==> config.mk <==
export PLATFORM = sky130hd
export DESIGN_NAME = cell_editor
export DESIGN_NICKNAME = d
export VERILOG_FILES = /design/src/rtl/cell_editor.sv
export SDC_FILE = /design/constraint.sdc
export NUM_CORES = 1
export LEC_CHECK = 0
export CORE_MARGIN = 2
export CORE_UTILIZATION = 48
export CTS_BUF_LIST = sky130_fd_sc_hd__clkbuf_4 sky130_fd_sc_hd__clkbuf_8
export DETAILED_ROUTE_END_ITERATION = 12
export HOLD_SLACK_MARGIN = 0.08
export PLACE_DENSITY = 0.87
export SYNTH_ARGS = -nofsm -noshare
export SYNTH_HDL_FRONTEND = slang
export SYNTH_SLANG_ARGS = --single-unit
==> constraint.sdc <==
create_clock -name clk_in -period 1.8 [get_ports clk_in]
set_input_delay 0.18 -clock clk_in [delete_from_list [all_inputs] [get_ports clk_in]]
set_output_delay 0.18 -clock clk_in [all_outputs]
set_load 0.02 [all_outputs]
Figure 1. Wiring heat map (run 1).
The die is cut into 14 by 14 equal tiles; white is low, dark blue is high, scaled to the fullest tile. Values are wire area over tile area, all layers added.
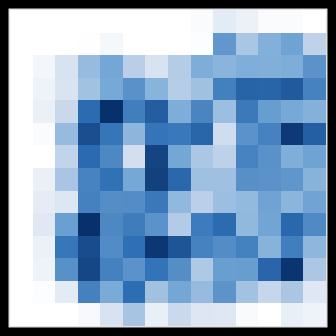
fullest tile	0.36
nearly empty tiles	17%
mean over tiles	0.15
emptiest ninth of the die	north-west
tiles over half the peak	42%
total number of vias: 1951
GRT Resource Usage Total: 18.7%
WL/cell: 11.9 µm
final wirelength: 4620 µm

Figure 2. Congestion heat map (run 1).
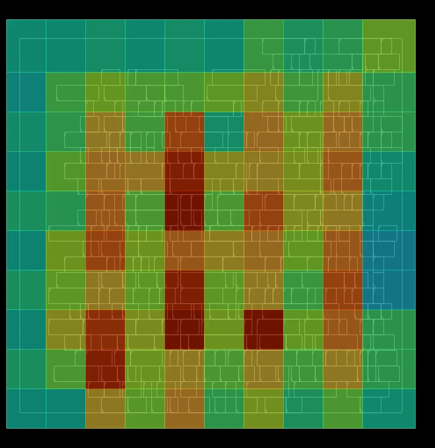
GR Util met1: 20.7%
grt peak-use layer: met2
core occupancy in the finished layout: 67.4%
met2 Track Usage GR: 34.0%
routing usage on met3: 5.49%

Figure 3. Signal wires on met1 (run 1).
Scale bar: 20 µm.
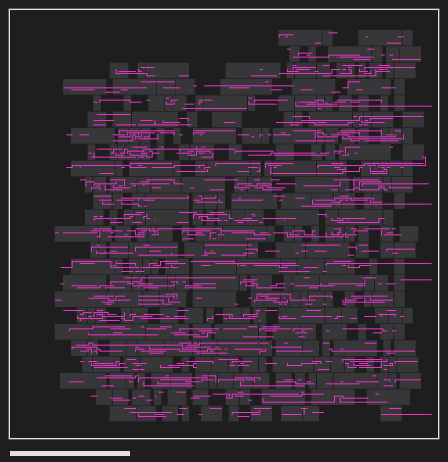
longest straight run	22.5 µm
wire length on this layer	2040 µm
main direction	horizontal

==> job_summary.md <==
## Implementation flow summary

| Metric | Value |
|---|---|
| Root Driver | `sky130_fd_sc_hd__clkbuf_8` |
| Ratio of routed vias to standard cells | `5.03` |
| Top power consumer group | `registers` |
| Cell Count, Final, Fillers Out | `388` |
| RSZ-0062 raised after global routing | `true` |
| Number of buffers on the longest clock path | `2` |
| Plain + repair buffers | `72` |
| Total power divided by cell area | `784 nW/µm²` |
| Core outline area | `4350 µm²` |
| Relative area change from synthesis to final layout | `35.1%` |
| GRT Residual Overflow | `0` |
| Normalized max-slew margin | `77.2%` |
| Layout cell share with drive strength beyond 1 | `21.4%` |
| Number of max-cap violations | `0` |
| Part of the power in combinational logic | `24.5%` |
| FF+latch count | `46` |
| Cell variety after synth | `33` |
| Least setup slack across all paths after layout | `0.00748 ns` |
| Most used flip-flop cell | `sky130_fd_sc_hd__dfxtp_1` |
| Drc violations | `0` |
| Category of the worst setup path launch point | `register` |
| Final standard cell area without fillers | `2940 µm²` |
| TritonCTS clock tree | `done` |
| Reported leakage power | `1.22 nW` |
| Top cell type by total area after synthesis | `sky130_fd_sc_hd__dfxtp_1` |
| Setup slack on the worst flop-to-flop path | `0.007 ns` |
| Synthesized netlist cell count | `264` |
| Number of clock buffers inserted by TritonCTS | `5` |
| Die width | `71.3 µm` |
| Critical setup path kind | `register to register` |
| FFs w/ async S/R, synth | `0%` |
| DR top layer | `met4` |
| Non-clock buffers, area share | `19.4%` |
| Latency at later pin | `0.29 ns` |
| Max H-tree Level | `2` |
| Sequential cell area | `933 µm²` |
| Seq group | `1.12 mW` |
| Area fraction in mux cells | `0.461%` |
| Filler instances | `345` |
| Data required time of the critical path | `2.02 ns` |
| Cell Chain, Critical Path | `nand3_2, xnor2_2, ha_1, a21oi_1, o21ai_1, a21oi_2, buf_4, nand4bb_1, a31oi_1` |
| Post-synthesis sequential element count | `46` |
| Placer's final routability congestion estimate | `0.799` |
| Register area share after synthesis | `42.4%` |
| Crit share post-route | `99.6%` |
| Cts hold-fix bufs | `0` |
| Crit path time final | `1.79 ns` |
| Metal2 WL | `2270 µm` |
| Largest net degree at the start of global routing | `22` |
| Area of the mapped netlist | `2170 µm²` |
| Via count of the first global-routing pass | `1898` |
| Ant. Diodes | `0` |
| Most numerous logic cells after layout | `sky130_fd_sc_hd__nand2_1, sky130_fd_sc_hd__dfxtp_1, sky130_fd_sc_hd__nor2_1` |
| Share of the synthesized area in the top cell type | `42.4%` |
| Stage-log warning count | `30` |
| Run status | `finished clean` |
| # port buffers | `44` |
| Post-route total power | `2.30 mW` |
Power figures rest on the tool's default switching activity, not on a simulated workload.
